--- src/rtl/neopix_frame_sched.sv ---
`default_nettype none
// ============================================================================
// Module   : neopix_frame_sched
// Purpose  : Frame scheduler between the SPI receive byte path and the WS2812
//            bit encoder. Received bytes are packed into 24-bit {G,R,B}
//            pixels in a ping-pong buffer. A completed frame is streamed to
//            the encoder one pixel per valid/ready handshake, followed by the
//            latch gap. A new frame may be received while the previous one
//            is being displayed.
// Ports    : CLOCK_50        - system clock, rising edge
//            rst             - synchronous active-high reset
//            rx_byte/rx_valid- received byte and its one-cycle strobe
//            rx_frame_start  - one-cycle strobe, SSEL falling edge
//            rx_frame_end    - one-cycle strobe, SSEL rising edge
//            px_data/px_valid/px_ready - pixel stream to the encoder
//            busy            - scheduler is sending or in the latch gap
//            dropped         - saturating count of frames overwritten
//                              before they were displayed
// Revision : 1.0 - initial release
// ============================================================================
module neopix_frame_sched #(
    parameter int NUM_PIXELS   = 8,
    parameter int LATCH_CYCLES = 2500
) (
    input  logic        CLOCK_50,
    input  logic        rst,
    input  logic [7:0]  rx_byte,
    input  logic        rx_valid,
    input  logic        rx_frame_start,
    input  logic        rx_frame_end,
    output logic [23:0] px_data,
    output logic        px_valid,
    input  logic        px_ready,
    output logic        busy,
    output logic [7:0]  dropped
);

    // Pixel counters must reach NUM_PIXELS; RAM addresses only NUM_PIXELS-1.
    localparam int c_PW = $clog2(NUM_PIXELS + 1);
    localparam int c_AW = (NUM_PIXELS > 1) ? $clog2(NUM_PIXELS) : 1;
    localparam int c_LW = (LATCH_CYCLES > 1) ? $clog2(LATCH_CYCLES) : 1;

    localparam logic [c_PW-1:0] c_PIX_NUM    = c_PW'(NUM_PIXELS);
    localparam logic [c_PW-1:0] c_PIX_LAST   = c_PW'(NUM_PIXELS - 1);
    localparam logic [c_LW-1:0] c_LATCH_LAST = c_LW'(LATCH_CYCLES - 1);

    localparam logic [1:0] c_ST_IDLE  = 2'd0;
    localparam logic [1:0] c_ST_SEND  = 2'd1;
    localparam logic [1:0] c_ST_LATCH = 2'd2;

    // ------------------------------------------------------------------
    // Write side
    // ------------------------------------------------------------------
    logic            r_frame_active;
    logic [1:0]      r_byte_idx;
    logic [c_PW-1:0] r_pix_idx;
    logic [7:0]      r_byte_g;
    logic [7:0]      r_byte_r;
    logic            r_wr_bank;
    logic            r_pending;
    logic [c_PW-1:0] r_pend_count;
    logic [7:0]      r_dropped;

    // Bank is the address MSB; each bank is padded to a power of two.
    logic [23:0]     r_mem [0:(1 << (c_AW + 1)) - 1];

    logic            w_rx_take;
    logic            w_mem_we;
    logic [c_AW:0]   w_mem_waddr;
    logic [23:0]     w_mem_wdata;
    logic            w_frame_done;

    // Read side
    logic [1:0]      r_state;
    logic [1:0]      w_state_next;
    logic            w_swap;
    logic            w_load;
    logic            w_accept;
    logic [c_PW-1:0] r_rd_count;
    logic [c_PW-1:0] r_idx;
    logic [c_LW-1:0] r_latch_cnt;
    logic            r_px_valid;
    logic [23:0]     r_px_data;
    logic [c_AW:0]   w_rd_addr;

    // A frame strobe in the same cycle as a byte takes precedence; bytes
    // past the last pixel slot are discarded.
    assign w_rx_take    = rx_valid && r_frame_active && !rx_frame_start &&
                          !rx_frame_end && (r_pix_idx != c_PIX_NUM);
    assign w_mem_we     = w_rx_take && (r_byte_idx == 2'd2);
    assign w_mem_waddr  = {r_wr_bank, r_pix_idx[c_AW-1:0]};
    assign w_mem_wdata  = {r_byte_g, r_byte_r, rx_byte};
    assign w_frame_done = rx_frame_end && !rx_frame_start && r_frame_active &&
                          (r_pix_idx != '0);

    always_ff @(posedge CLOCK_50) begin
        if (rst) begin
            r_frame_active <= 1'b0;
            r_byte_idx     <= 2'd0;
            r_pix_idx      <= '0;
            r_byte_g       <= 8'h00;
            r_byte_r       <= 8'h00;
            r_wr_bank      <= 1'b0;
            r_pending      <= 1'b0;
            r_pend_count   <= '0;
            r_dropped      <= 8'h00;
        end else begin
            if (rx_frame_start) begin
                // Restarting abandons whatever the open frame had collected.
                r_frame_active <= 1'b1;
                r_byte_idx     <= 2'd0;
                r_pix_idx      <= '0;
            end else if (rx_frame_end) begin
                r_frame_active <= 1'b0;
                r_byte_idx     <= 2'd0;
                r_pix_idx      <= '0;
            end else if (w_rx_take) begin
                case (r_byte_idx)
                    2'd0: begin
                        r_byte_g   <= rx_byte;
                        r_byte_idx <= 2'd1;
                    end
                    2'd1: begin
                        r_byte_r   <= rx_byte;
                        r_byte_idx <= 2'd2;
                    end
                    default: begin
                        r_byte_idx <= 2'd0;
                        r_pix_idx  <= r_pix_idx + c_PW'(1);
                    end
                endcase
            end

            // A swap needs frame_active low and a frame end needs it high,
            // so the two never coincide.
            if (w_frame_done) begin
                r_pending    <= 1'b1;
                r_pend_count <= r_pix_idx;
                if (r_pending && (r_dropped != 8'hFF)) begin
                    r_dropped <= r_dropped + 8'd1;
                end
            end else if (w_swap) begin
                r_pending <= 1'b0;
            end

            if (w_swap) begin
                r_wr_bank <= ~r_wr_bank;
            end
        end
    end

    // Buffer contents are not reset.
    always_ff @(posedge CLOCK_50) begin
        if (w_mem_we) begin
            r_mem[w_mem_waddr] <= w_mem_wdata;
        end
    end

    // ------------------------------------------------------------------
    // Read side FSM
    // ------------------------------------------------------------------
    always_ff @(posedge CLOCK_50) begin
        if (rst) begin
            r_state <= c_ST_IDLE;
        end else begin
            r_state <= w_state_next;
        end
    end

    always_comb begin
        w_state_next = r_state;
        w_swap       = 1'b0;
        w_load       = 1'b0;
        w_accept     = 1'b0;
        case (r_state)
            c_ST_IDLE: begin
                // Wait until the receiver is not filling the bank we swap in.
                if (r_pending && !r_frame_active) begin
                    w_swap       = 1'b1;
                    w_state_next = c_ST_SEND;
                end
            end
            c_ST_SEND: begin
                w_load   = !r_px_valid;
                w_accept = r_px_valid && px_ready;
                if (w_accept && (r_idx == c_PIX_LAST)) begin
                    w_state_next = c_ST_LATCH;
                end
            end
            c_ST_LATCH: begin
                if (r_latch_cnt == c_LATCH_LAST) begin
                    w_state_next = c_ST_IDLE;
                end
            end
            default: begin
                w_state_next = c_ST_IDLE;
            end
        endcase
    end

    // The display bank is always the one not being written.
    assign w_rd_addr = {~r_wr_bank, r_idx[c_AW-1:0]};

    always_ff @(posedge CLOCK_50) begin
        if (rst) begin
            r_rd_count  <= '0;
            r_idx       <= '0;
            r_latch_cnt <= '0;
            r_px_valid  <= 1'b0;
            r_px_data   <= 24'h0;
        end else begin
            if (w_swap) begin
                r_rd_count <= r_pend_count;
                r_idx      <= '0;
            end
            // Registered RAM read; slots past the received count show black.
            if (w_load) begin
                r_px_valid <= 1'b1;
                r_px_data  <= (r_idx < r_rd_count) ? r_mem[w_rd_addr] : 24'h0;
            end
            if (w_accept) begin
                r_px_valid  <= 1'b0;
                r_latch_cnt <= '0;
                if (r_idx != c_PIX_LAST) begin
                    r_idx <= r_idx + c_PW'(1);
                end
            end
            if (r_state == c_ST_LATCH) begin
                r_latch_cnt <= r_latch_cnt + c_LW'(1);
            end
        end
    end

    assign px_data  = r_px_data;
    assign px_valid = r_px_valid;
    assign busy     = (r_state != c_ST_IDLE);
    assign dropped  = r_dropped;

endmodule
`default_nettype wire

--- config.mk ---
export PLATFORM = sky130hd
export DESIGN_NAME = neopix_frame_sched
export DESIGN_NICKNAME = d
export VERILOG_FILES = /design/src/rtl/neopix_frame_sched.sv
export SDC_FILE = /design/constraint.sdc
export NUM_CORES = 1
export LEC_CHECK = 0
export CORE_MARGIN = 2
export CORE_UTILIZATION = 48
export DETAILED_ROUTE_END_ITERATION = 16
export HOLD_SLACK_MARGIN = 0.03
export PLACE_DENSITY = 0.76
export SLEW_MARGIN = 10
export SYNTH_ARGS = -nofsm -noshare
export SYNTH_HDL_FRONTEND = slang
export SYNTH_SLANG_ARGS = --single-unit
--- constraint.sdc ---
create_clock -name CLOCK_50 -period 4.1 [get_ports CLOCK_50]
set_clock_uncertainty 0.05 [all_clocks]
set_input_delay 0.82 -clock CLOCK_50 [delete_from_list [all_inputs] [get_ports CLOCK_50]]
set_output_delay 0.82 -clock CLOCK_50 [all_outputs]
set_load 0.01 [all_outputs]
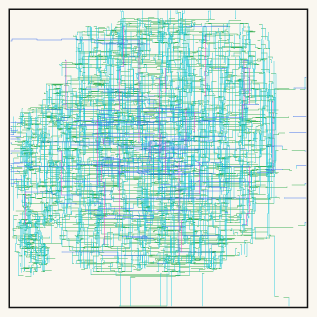
**Above:** wiring by layer.
(1.5 px per um)
- magenta: met4 (wire length 800 um)
- green: met1 (wire length 15700 um)
- cyan: met2 (wire length 18700 um)
- blue: met3 (wire length 2740 um)
Total Wirelength: 37960 um
gr usage total: 19.78%
vias: 9125

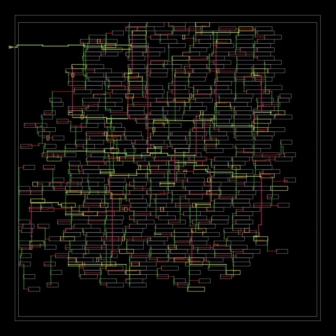
**Above:** clock wiring as the flow saved it.
TritonCTS buffer count: 46
clk sinks: 468
clock buffers: 66
clk pwr: 4.19 mW
Insertion Delay late pin: 0.54 ns

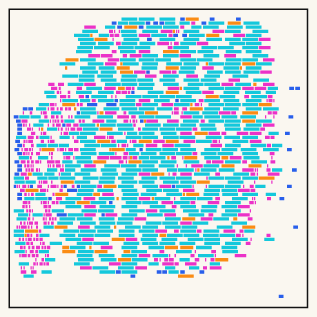
**Above:** placement by cell class.
(1.5 px per um)
- magenta: all other logic (cells 472; share of their area 23%)
- blue: other buffers and delay cells (cells 67; share of their area 3.3%)
- orange: clock drivers and dummy loads (cells 84; share of their area 7.6%)
- cyan: flip-flops (cells 468; share of their area 66%)
fin util: 56.16%
final instance area: 20660 um^2

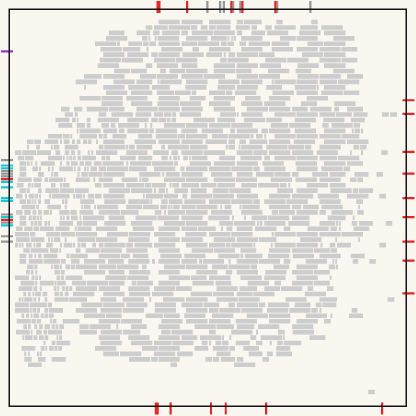
**Above:** pin placement.
(2 px per um) Pins as bars across the die edge, other pins in grey.
- purple: CLOCK_50 (pins 1; direction input; edge left)
- cyan: dropped (pins 8; direction output; edge left)
- red: px_data (pins 24; direction output; edge 9 right, 7 bottom, 6 top, 2 left)
- all pins by edge: 19 left, 13 top, 9 right, 7 bottom
IO buf count: 47
Die Width: 197.8 um
Die Height: 197.8 um

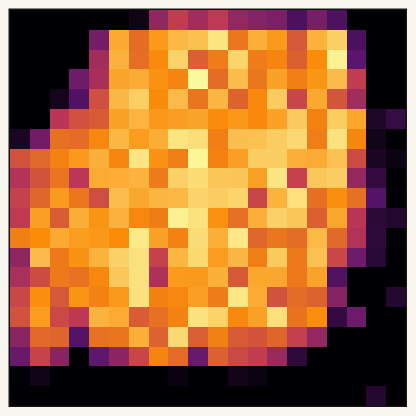
**Above:** cell density map.
(2 px per um) The die is cut into 20 by 20 equal tiles; black is low, pale yellow is high, 0 to 100% covered.
- tiles over 75% full: 35%
- emptiest ninth of the die: bottom right
- fullest tile: 99%
- mean over tiles: 51%
- nearly empty tiles: 22%
fp_density: 49.00%
core footprint: 36790 um^2

==> flow_summary.yaml <==
# physical design summary
run_status:
  status: "finished, final reports clean"
clock_network:
  cts_resized: 0
  htreeDepth: 2
  cts_setup_buffers: 0
  root_buffer: "clkbuf_16"
  postCtsHoldBufs: 0
  clock_path_buffers: 3
  cts_tree: "yes"
  clk_pin_slew_ns: 0.06
route:
  wl_met2_um: 18690
  detailedRoute.firstIterationViolations: 973
  post_drt_via_cell_ratio: 5.853
  dr.pass1.iters: 5
  wire_per_inst_um: 24.35
  ant_nets: 0
  drc: 0
  wirelength_met1_um: 15740
  top_layer: "met4"
  wl_met3_um: 2735
setup_path:
  required_ns: 4.29
  max_stage_delay_ns: 0.51
  cp-end-kind: "register"
  slowest_stage: "or3_1"
  critPathLaunch: "rx_frame_start"
  worstPathMaxFanout: 17
  cp-start-kind: "input port"
  worstSetupPathType: "input port to register"
  worstReg2RegStart: "r_pix_idx[0]"
  cp_cell_sequence: "clkdlybuf4s50_1 -> and4bb_2 -> nand3_1 -> or3_1 -> nor2_2 -> buf_12"
  ff2ff_path_depth: 7
  crit_arrival_ns: 3.13
layout:
  drive_gt1_share_pct: 19.89
  final_nets: 1079
  layout_top_cell: "edfxtp_1"
  antenna_cells: 0
  area.growth.synth_to_final_pct: 14.61
  lay_top_cells: "edfxtp_1 (384), nor2_1 (105), mux4_2 (96)"
final_timing:
  finalSetupViolations: 0
  min_period_ns: 2.938
  fin_crit_sh_pct: 71.66
  rsz0062_at_grt: "false"
  worst_pin_slew_ns: 1.165
  fmax_mhz: 340.4
  hold_viol_final: 0
  max_slew_margin_pct: 22.34
  tns_ns: 0
  slew_viol_final: 0
synthesis:
  netlist_instances: 987
  ff_type: "edfxtp_1"
  async_reset_ff_share_pct: 0
  yosysTopAreaCell: "edfxtp_1"
  yosysUniqueCellTypes: 49
  ys_seq_share_pct: 73.30
  synth.most_common_cell: "edfxtp_1"
  synthTopCellsByArea: "edfxtp_1 (64%), mux4_2 (12%), dfxtp_1 (9.3%), mux2i_1 (3.9%), nor2_1 (2.5%)"
  ys.flops: 468
  yosys-top-cells-count: "edfxtp_1 (384), nor2_1 (122), mux4_2 (96), dfxtp_1 (84), mux2i_1 (70)"
  ys_cells: 987
  edf_count: 384
  yosysTopAreaCellShare_pct: 63.97
  synth_area_um2: 18020
  syn_avg_cell_area_um2: 18.26
  ys_chip_area_um2: 18020
  syn_nets: 1011
  ys.warnings.count: 0
grt:
  grt_max_degree: 101
  grt_pass1_vias: 9237
  antenna_found_initial: 0
  global_route.usage.met1_pct: 27.30
  met3_usage_pct: 3.764
  overflow: 0
  use_met2_pct: 32.66
  grt_first_pass_wirelength_um: 56880
  grt.busiest_layer: "met2"
power_and_ir_drop:
  p_leak_nw: 6.089
  p_total_mw: 9.355
  p_comb_mw: 0.0628
  powerDensity_nw_per_um2: 452.8
  p_switching_mw: 1.736
  p_sw_share_pct: 18.56
  seq-power_mw: 5.10
  irDropWorstVdd_mv: 0.3415
  power.internal_mw: 7.619
  power_leader: "sequential cells"
  combPwrFrac_pct: 0.7
  p_seq_share_pct: 54.6
  clockPowerShare_pct: 44.8
worst_hold_path:
  hold_path.class: "register to register"
  hold_path_depth: 1
  hold_start: "px_data[2]"
floorplan:
  die_area_um2: 39120
  pin_count: 48
  floorplan.rows: 70
placement:
  hpwl_um: 23290
  place.gp.congestion: 0.8028
flow_run:
  tool_warnings: 31
  cap_violations: 0
-- worst paths after layout --
kind,slack (ns),to
setup / recovery,1.16,r_mem[3][20]
hold / removal,0.41,px_data[2]
setup reg to reg,1.39,r_mem[3][20]
hold reg to reg,0.41,px_data[2]
-- worst max-delay path, delay by kind of cell --
kind,cells,cell delay (ns)
buffers and inverters,2,0.71
AND/OR/NAND/NOR,4,1.59
-- flip-flops by register name, summed over array words and instances, names as in the netlist --
signal and flops:
r_pending 1, px_valid 1, r_frame_active 1, r_wr_bank 1
r_pend_count 4, dropped 8, r_byte_r 8, r_rd_count 4
r_state 2, r_mem 384, r_latch_cnt 12, px_data 24
r_pix_idx 4, r_byte_g 8, r_byte_idx 2, r_idx 4
-- per-stage QoR --
stage / utilization (%) / worst slack (ns) / instance area [um^2] / cells / hold WS, ns
after floorplan: - / 0.9027 / 18020 / 987 / 0.3996
after global placement: 52.01 / 0.7152 / 19130 / 1475 / 0.3958
after detailed placement: 52.01 / 0.6126 / 19130 / 1475 / 0.4019
after CTS: 56.16 / 1.178 / 20660 / 1559 / 0.4152
after global routing: 56.16 / 1.035 / 20660 / 1559 / 0.4302
final: 56.16 / 1.162 / 20660 / 1559 / 0.4117
-- kinds of logic (layout without fill, tap and decap cells) --
group | Yosys count | count (layout) | share of synthesized area [%]
DFF | 468 | 468 | 73.30
and+or+nand+nor | 213 | 213 | 5.498
muxes | 169 | 169 | 16.07
xor gates and xnor gates | 10 | 10 | 0.4859
buffers and inverters | 55 | 159 | 1.527
AOI/OAI and AO/OA | 62 | 62 | 2.423
adders and majority gates | 10 | 10 | 0.6942
-- area by class of cell --
type	instances	area, um^2
clock inverters	18	198.9
multi-input cells	464	4626
inverters	8	30.03
flip-flops and latches	468	13220
repair buffers	67	665.6
well taps	468	585.6
fillers	2715	16130
clock buffers	66	1329
Power and IR drop assume default switching activity.
